Figure 1. Metal 2 (run 1).
(3 px per µm)
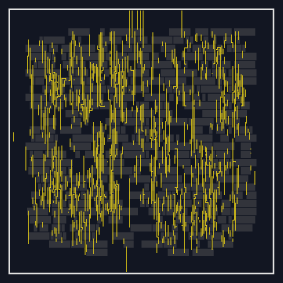
Figure 2. Congestion heat map (run 1).
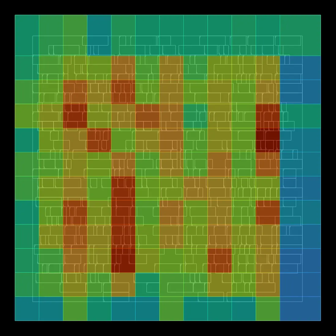
Figure 3. Register map, names as in the netlist (run 1).
(6 px per µm) Other sequential cells in the stronger gray, the rest of the logic in the fainter gray.
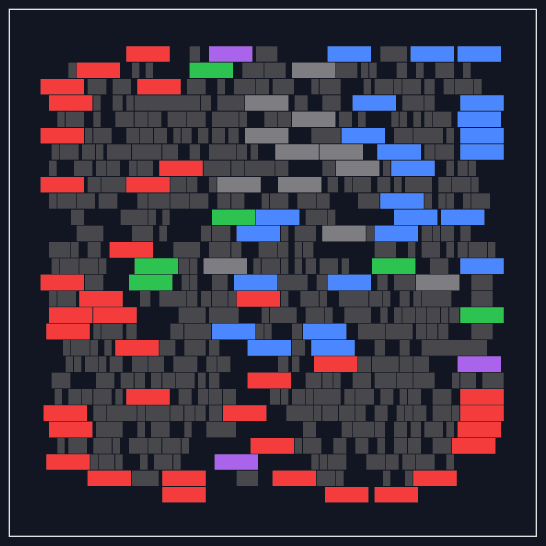
### src/rtl/button_event_pkg.sv
// Shared types and default timing for the push-button event front end.
// Timing defaults assume the 8.192 kHz clock-core system clock.
package button_event_pkg;

  typedef enum logic [1:0] {
    IDLE   = 2'd0,
    HOLD   = 2'd1,
    REPEAT = 2'd2
  } btn_state_e;

  localparam int DEBOUNCE_CYCLES_8K192 = 164;   // ~20 ms
  localparam int HOLD_DELAY_8K192      = 4096;  // 0.5 s
  localparam int REPEAT_PERIOD_8K192   = 1638;  // ~5 Hz

  function automatic int max_int(input int a, input int b);
    return (a > b) ? a : b;
  endfunction

endpackage

### src/rtl/button_event_channel.sv
// One button channel: two-flop synchroniser, debounce counter and the
// IDLE/HOLD/REPEAT machine that turns a held level into press/repeat pulses.
module button_event_channel
  import button_event_pkg::*;
#(
  parameter int DEBOUNCE_CYCLES = DEBOUNCE_CYCLES_8K192,
  parameter int HOLD_DELAY      = HOLD_DELAY_8K192,
  parameter int REPEAT_PERIOD   = REPEAT_PERIOD_8K192,
  parameter bit REPEAT_EN       = 1'b1
) (
  input  logic clk,
  input  logic reset,
  input  logic i_btn,
  output logic o_level,
  output logic o_event,
  output logic o_press
);

  localparam int CW   = $clog2(DEBOUNCE_CYCLES + 1);
  localparam int TMAX = max_int(HOLD_DELAY, REPEAT_PERIOD);
  localparam int TW   = (TMAX > 1) ? $clog2(TMAX) : 1;

  localparam logic [CW-1:0] DB_LAST   = CW'(DEBOUNCE_CYCLES - 1);
  localparam logic [TW-1:0] HOLD_LAST = TW'(HOLD_DELAY - 1);
  localparam logic [TW-1:0] REP_LAST  = TW'(REPEAT_PERIOD - 1);

  logic          r_s1;
  logic          r_s2;
  logic          r_level;
  logic [CW-1:0] r_cnt;

  btn_state_e    r_state;
  btn_state_e    w_state_nxt;
  logic [TW-1:0] r_timer;
  logic [TW-1:0] w_timer_nxt;
  logic          r_event;
  logic          w_event_nxt;
  logic          r_press;
  logic          w_press_nxt;

  // Synchroniser and debounce: level flips on the DEBOUNCE_CYCLES-th consecutive mismatch
  always_ff @(posedge clk) begin
    if (reset) begin
      r_s1    <= 1'b0;
      r_s2    <= 1'b0;
      r_level <= 1'b0;
      r_cnt   <= '0;
    end else begin
      r_s1 <= i_btn;
      r_s2 <= r_s1;
      if (r_s2 != r_level) begin
        if (r_cnt == DB_LAST) begin
          r_level <= ~r_level;
          r_cnt   <= '0;
        end else begin
          r_cnt <= r_cnt + 1'b1;
        end
      end else begin
        r_cnt <= '0;
      end
    end
  end

  always_ff @(posedge clk) begin
    if (reset) begin
      r_state <= IDLE;
      r_timer <= '0;
      r_event <= 1'b0;
      r_press <= 1'b0;
    end else begin
      r_state <= w_state_nxt;
      r_timer <= w_timer_nxt;
      r_event <= w_event_nxt;
      r_press <= w_press_nxt;
    end
  end

  // A low level is tested before any timer expiry, so a release swallows a due repeat
  always_comb begin
    w_state_nxt = r_state;
    w_timer_nxt = r_timer;
    w_event_nxt = 1'b0;
    w_press_nxt = 1'b0;
    case (r_state)
      IDLE: begin
        if (r_level) begin
          w_press_nxt = 1'b1;
          w_event_nxt = 1'b1;
          w_timer_nxt = '0;
          w_state_nxt = HOLD;
        end
      end
      HOLD: begin
        if (!r_level) begin
          w_state_nxt = IDLE;
        end else if (REPEAT_EN) begin
          if (r_timer == HOLD_LAST) begin
            w_event_nxt = 1'b1;
            w_timer_nxt = '0;
            w_state_nxt = REPEAT;
          end else begin
            w_timer_nxt = r_timer + 1'b1;
          end
        end
      end
      REPEAT: begin
        if (!r_level) begin
          w_state_nxt = IDLE;
        end else if (r_timer == REP_LAST) begin
          w_event_nxt = 1'b1;
          w_timer_nxt = '0;
        end else begin
          w_timer_nxt = r_timer + 1'b1;
        end
      end
      default: w_state_nxt = IDLE;
    endcase
  end

  assign o_level = r_level;
  assign o_event = r_event;
  assign o_press = r_press;

endmodule

### src/rtl/button_event_gen.sv
// Multi-channel push-button front end: one independent debounce/repeat
// channel per button, feeding the clock core's increment and select inputs.
module button_event_gen
  import button_event_pkg::*;
#(
  parameter int               NUM_BTN         = 3,
  parameter int               DEBOUNCE_CYCLES = DEBOUNCE_CYCLES_8K192,
  parameter int               HOLD_DELAY      = HOLD_DELAY_8K192,
  parameter int               REPEAT_PERIOD   = REPEAT_PERIOD_8K192,
  parameter logic [NUM_BTN-1:0] REPEAT_EN     = {NUM_BTN{1'b1}}
) (
  input  logic               clk,
  input  logic               reset,
  input  logic [NUM_BTN-1:0] btn_i,
  output logic [NUM_BTN-1:0] level_o,
  output logic [NUM_BTN-1:0] event_o,
  output logic [NUM_BTN-1:0] press_o
);

  for (genvar i = 0; i < NUM_BTN; i++) begin : g_ch
    button_event_channel #(
      .DEBOUNCE_CYCLES(DEBOUNCE_CYCLES),
      .HOLD_DELAY     (HOLD_DELAY),
      .REPEAT_PERIOD  (REPEAT_PERIOD),
      .REPEAT_EN      (REPEAT_EN[i])
    ) u_ch (
      .clk    (clk),
      .reset  (reset),
      .i_btn  (btn_i[i]),
      .o_level(level_o[i]),
      .o_event(event_o[i]),
      .o_press(press_o[i])
    );
  end

endmodule

### config.mk
export PLATFORM = sky130hd
export DESIGN_NAME = button_event_gen
export DESIGN_NICKNAME = d
export VERILOG_FILES = /design/src/rtl/button_event_pkg.sv /design/src/rtl/button_event_channel.sv /design/src/rtl/button_event_gen.sv
export SDC_FILE = /design/constraint.sdc
export NUM_CORES = 1
export LEC_CHECK = 0
export CAP_MARGIN = 10
export CORE_MARGIN = 5
export CORE_UTILIZATION = 65
export CTS_CLUSTER_DIAMETER = 200
export DETAILED_ROUTE_END_ITERATION = 6
export PLACE_DENSITY_LB_ADDON = 0.1
export SETUP_SLACK_MARGIN = 0.02
export SYNTH_ARGS = -nofsm -noshare
export SYNTH_HDL_FRONTEND = slang
export SYNTH_SLANG_ARGS = --single-unit
### constraint.sdc
create_clock -name clk -period 5.8 [get_ports clk]
set_clock_uncertainty 0.15 [all_clocks]
set_input_delay 0.58 -clock clk [delete_from_list [all_inputs] [get_ports clk]]
set_output_delay 0.58 -clock clk [all_outputs]
set_load 0.005 [all_outputs]
==> metrics.cfg, run 1 <==
[status]
status=finished clean

[layout]
comb-cell-share_pct=49.7
layout.cells.non_filler=531
largestClassByArea=logic gates
inverters_excl_clock=17
nonClkBufAreaFrac_pct=3.24
clock_area_share_pct=5.18
lay_top_cells=dfxtp_1 (81), nor2_1 (71), nand2_1 (27), xor2_1 (26)
antenna_cells=0
finalInstanceArea_mm2=0.00425
nClkBuffers=11
comb_cells=328
final_nets=477
nonClockBufferCount=14
drive_gt1_share_pct=4.61
final.fill_count=463

[yosys]
synthTopCellsByArea=dfxtp_1 (41%), nor2_1 (6.8%), ha_1 (6.7%)
synth.avg_cell_area_um2=8.75
common_cells=dfxtp_1 (81), nor2_1 (71), nand2_1 (27)
synth-edff-count=0
ys_cells=447
synth.largest_area_cell=dfxtp_1
synth_area_mm2=0.00391
ys_sh_aoi_pct=8.41
yosys.area_share.xor_xnor_pct=10.7
ff_type=dfxtp_1
yosys_area_mm2=0.00391
syn-num-nets=473
ys_sh_adder_pct=6.72
ys_sh_mux_pct=1.79
synth.logic.top_family=simple AND/OR/NAND/NOR gates
syn_inst=447

[timing]
finalSetupViolCount=0
hold_ws_ns=0.293
maxSlewViolCount=0
rsz0062_at_grt=false
fmax_ghz=0.384
fin_crit_ns=2.60
setup_slack_ns=3.20

[cts]
cts_tree=built
h-tree-depth=3
cts.clk_slew.worst_paths_ns=0.08
root_buffer=clkbuf_8
clk_latency_ns=0.34

[detailed_routing]
routed-via-count=2952
highest_layer=met4
wl_met1_mm=3.28
via_per_inst=5.56
routed_wl_mm=6.63
wl_met2_mm=3.06
first_iter_violations=140
first_pass_iters=4

[power]
power_density_mw_per_mm2=239
peakVddDrop_v=0.000199
seqPwrFrac_pct=55.0
p_leak_uw=0.00149
finalPower_uw=1020
p_int_uw=817
net-switching-power_uw=199
clkPwrFrac_pct=43.4

[critical_path]
r2r_setup_slack_ns=3.20
cp-endpoint=g_ch[1].u_ch.r_timer[1]
cp_max_fo=11
setup.worst_path.end_class=register
crit_path_max_incr_delay_ns=0.66
path_cells=inv_1 -> ha_1 -> or3_1 -> a21oi_1 -> a21o_1 -> a211oi_1
crit_path_start_kind=register
worst_path_max_delay_cell=a21oi_1
cp-startpoint=g_ch[1].u_ch.r_state[0]

[placement]
gp_congestion=0.865
port_buffers=13
placed_cells=515
dp_hpwl_mm=4.71
dpl_worst_slack_ns=3.22
dpl-instance-area_mm2=0.00403

[floorplan]
die_area_mm2=0.00767
ioPinCount=14

[run]
drv_cap=0

[global_route]
use_met2_pct=31.5
antenna_found_initial=0

[worst_hold_path]
hp-start=g_ch[2].u_ch.r_s1
whs_path_depth=1
holdPathEnd=g_ch[2].u_ch.r_s2

About Figure 1:
The wires run mostly vertical. The longest straight run is 24.5 µm. The layer holds 46% of the routed length. 371 nets have wire on it.

About Figure 2:
Tot GR Track Use: 19.3%
routed length per placed instance: 12.5 µm
busiest layer in global routing: met2
met3 usage: 5.93%
global-route met1 utilization: 24.4%

About Figure 3:
g_ch.u_ch.r_cnt: in blue, sequential cells 24. g_ch.u_ch.o_event: in purple, sequential cells 3. g_ch.u_ch.r_state: in green, sequential cells 6. g_ch.u_ch.r_timer: in red, sequential cells 36, where all over the die.
Another 12 sequential cells are not colored.
seq pwr: 559 µW
flop share of the area: 38.2%
Final Util: 72.2%
register area: 0.00162 mm²

## run 1: power by group through the flow
stage | combinational (µW) | sequential, µW | clock, µW
finish | 15.5 | 559 | 442
global route | 17.5 | 560 | 483
CTS | 15.8 | 559 | 457
detailed placement | 15.8 | 573 | 0
global placement | 15.5 | 572 | 0
floorplan | 10.3 | 572 | 0
## run 1: state kept, by name, indices dropped and copies added (netlist names)
name	count
g_ch.u_ch.o_press	3
g_ch.u_ch.r_s1	3
g_ch.u_ch.r_state	6
g_ch.u_ch.o_level	3
g_ch.u_ch.r_cnt	24
g_ch.u_ch.r_timer	36
g_ch.u_ch.r_s2	3
g_ch.u_ch.o_event	3
==> inputs of run 2 (changes only) <==
- CORE_UTILIZATION: 65 -> 55
- clock period: 5.8 -> 2.1 ns (I/O delays scaled with it)
Figure 4. Register map, names as in the netlist (run 2).
(4 px per µm) Other sequential cells in the stronger gray, the rest of the logic in the fainter gray.
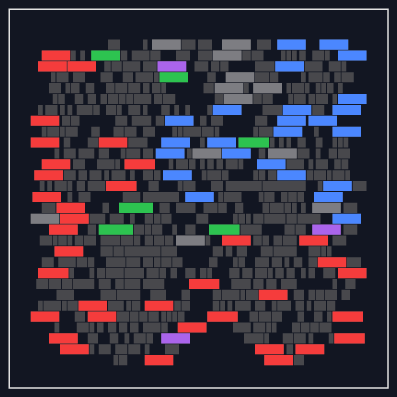
g_ch.u_ch.r_timer: in red, sequential cells 36. g_ch.u_ch.r_cnt: in blue, sequential cells 24. g_ch.u_ch.r_state: in green, sequential cells 6. g_ch.u_ch.o_event: in purple, sequential cells 3.
Another 12 sequential cells are not colored.
flop share of the area: 34.6%
register area: 0.00164 mm²
Final Util: 69.0%
seq pwr: 1540 µW

==> run 2 against run 1 <==
The flow now finishes with violations (negative setup slack). First-iteration DRC count shrank 44%. Via count is 6.3% higher. Area after synthesis unchanged. Critical endpoint is now g_ch[1].u_ch.r_timer[9]. Highest routed layer unchanged.
==> metrics.cfg, run 2 <==
[detailed_routing]
routed-via-count=3139  ; +6.3%
routed_wl_mm=7.64  ; +15%
ant_nets=0
wl_met2_mm=3.51  ; +15%
via_per_inst=5.29  ; -4.8%
first_pass_iters=4  ; unchanged
highest_layer=met4
first_iter_violations=78  ; -44%
remaining_drc_errors=0
met3_length_um=227
avgRoutedWirePerCell_um=12.9  ; +3.1%
wl_met1_mm=3.71  ; +13%

[floorplan]
ioPinCount=14  ; unchanged
core_area_mm2=0.00687
die_x_um=94.3
core.rowCount=30
nWellTaps=96
die_area_mm2=0.00890  ; +16%
fp-utilization_pct=57.0
die_y_um=94.3

[power]
seqPwrFrac_pct=55.4  ; +0.4 points
finalPower_uw=2780  ; +170%
power-top-group=sequential cells
peakVddDrop_v=0.000318  ; +60%
p_int_uw=2140  ; +160%
combinationalPower_uw=58.8  ; +280%
swShare_pct=23.3
p_leak_uw=0.00172  ; +15%
p_comb_share_pct=2.1
power_density_mw_per_mm2=588  ; +150%
clkPwrFrac_pct=42.5  ; -0.9 points
pg_clk_uw=1180  ; +170%
net-switching-power_uw=649  ; +230%

[yosys]
syn_inst=447  ; unchanged
top_cell=dfxtp_1
syn-num-nets=473  ; unchanged
common_cells=dfxtp_1 (81), nor2_1 (71), nand2_1 (27)
postSynthSeqShare_pct=41.4
synth.top_cell.area_share_pct=41.4
synth_area_mm2=0.00391  ; unchanged
ys_cells=447  ; unchanged
synthDistinctLibCells=50
synthTopCellsByArea=dfxtp_1 (41%), nor2_1 (6.8%), ha_1 (6.7%)
async_reset_ff_share_pct=0
yosys_area_mm2=0.00391  ; unchanged
synth.avg_cell_area_um2=8.75  ; unchanged
synth.largest_area_cell=dfxtp_1
ys_ff=81
ff_type=dfxtp_1
synth-edff-count=0  ; unchanged
synth_warnings=0

[critical_path]
setup.worst_path.end_class=register
cp.depth=6
crit_path_max_incr_delay_ns=0.49  ; -0.17 ns
critPathKind=reg -> reg
crit_buf_inv=1
reg2reg_depth=6
cp-startpoint=g_ch[1].u_ch.r_state[1]
crit_path_start_kind=register
r2r_end=g_ch[1].u_ch.r_timer[9]
path_cells=inv_4 -> ha_4 -> or3_4 -> a2111o_1 -> or4b_4 -> a21oi_2
worst_path_max_delay_cell=or4b_4
critPathArrivalTime_ns=2.31
cp-endpoint=g_ch[1].u_ch.r_timer[9]
cp_data_required_time_ns=2.25
r2r-start=g_ch[1].u_ch.r_state[1]
r2r_setup_slack_ns=-0.06  ; -3.26 ns
critical-path-top-delay-family=simple AND/OR/NAND/NOR gates
cp_max_fo=3  ; -8

[cts]
cts-buffers-inserted=9
cts_tree=built
root_buffer=clkbuf_8
cts_hold_buf=0
clk_latency_ns=0.36  ; +0.02 ns
clockBufferDepth=2
cts.clk_slew.worst_paths_ns=0.09  ; about the same
h-tree-depth=3  ; unchanged
clock-sinks=81

[timing]
finalSetupViolCount=1  ; +1
worst_pin_slew_ns=0.516
fin_crit_ns=2.16  ; -0.441 ns
rsz0062_at_grt=true
hold_ws_ns=0.241  ; -0.0521 ns
fmax_ghz=0.462  ; +20%
fin_crit_sh_pct=103
hold_viol_final=0
setup_slack_ns=-0.0639  ; -3.26 ns
slew_headroom_pct=65.5
maxSlewViolCount=0  ; unchanged

[layout]
area_delta_synth_final_pct=21.1
antenna_cells=0  ; unchanged
final.fill_count=555  ; +20%
layout.cells.non_filler=593  ; +12%
layout.area.comb_mm2=0.00225
final_nets=518  ; +8.6%
nonClkBufAreaFrac_pct=9.56  ; +6.3 points
regMostFlops=g_ch.u_ch.r_timer
nClkBuffers=9  ; -2
reg_top3=g_ch.u_ch.r_timer (36), g_ch.u_ch.r_cnt (24), g_ch.u_ch.r_state (6)
largest_reg_flops=36  ; unchanged
drive_gt1_share_pct=20.9  ; +16 points
lay_top_cells=dfxtp_1 (70), nor2_1 (67), buf_4 (40), nand2_1 (27), xor2_1 (26)
largestClassByArea=logic gates
comb_cells=328  ; unchanged
flops=81
nonClockBufferCount=55  ; +41
comb-cell-share_pct=47.5  ; -2.2 points
clock_area_share_pct=4.36  ; -0.83 points
lay_top_count=dfxtp_1
inverters_excl_clock=17  ; unchanged

[global_route]
overflow=0
use_met2_pct=30.1  ; -1.4 points
grt_use_met3_pct=3.03  ; -2.9 points
grt_use_total_pct=18.0  ; -1.2 points
grt_busiest_layer=met2
grt_pass1_wl_mm=13.0
grt_max_degree=17
use_met1_pct=22.7  ; -1.7 points
grt_pass1_vias=3017
antenna_found_initial=0  ; unchanged

[worst_hold_path]
whs_path_depth=2  ; +1
min-delay-path-class=in -> reg
hp-start=btn_i[0]
holdPathEnd=g_ch[0].u_ch.r_s1

[status]
status=complete, but fails checks
violations=negative setup slack

[placement]
port_buffers=13  ; unchanged
dp_hpwl_mm=5.39  ; +14%
placed_cells=576  ; +12%
dpl_worst_slack_ns=-0.106  ; -3.33 ns
gp_congestion=0.883  ; +2.1%

[run]
drv_cap=0  ; unchanged
warnings=41

Figure 5. Metal 2 (run 2).
(3 px per µm)
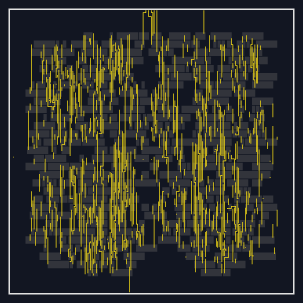
The wires run mostly vertical. 417 nets have wire on it.

-- run 2: metrics by stage --
stage,setup TNS (ns),cell area (µm²)
after CTS,-0.377,4620
after global routing,-0.261,4740
after detailed placement,-0.309,4390
after floorplan,-0.367,3940
final,-0.0639,4740
after global placement,-0.0808,4390
-- run 2: kinds of logic (layout without fill, tap and decap cells) --
family / count (synthesis) / count (layout) / share of synthesized area [%]
compound gates: 49 / 49 / 8.41
buf+inv: 38 / 88 / 4.57
mux: 7 / 7 / 1.79
fa+ha+maj: 21 / 21 / 6.72
flops: 81 / 81 / 41.4
xor+xnor: 48 / 48 / 10.7
simple gates: 203 / 203 / 26.3
-- run 2: timing repair --
action | CTS | global route
setup buffers | 1 | 0
pin swaps | 2 | 6
setup endpoints to repair | 12 | 40
gates resized | 6 | 37
No activity file was given, so power comes from the tool's default toggle rates.
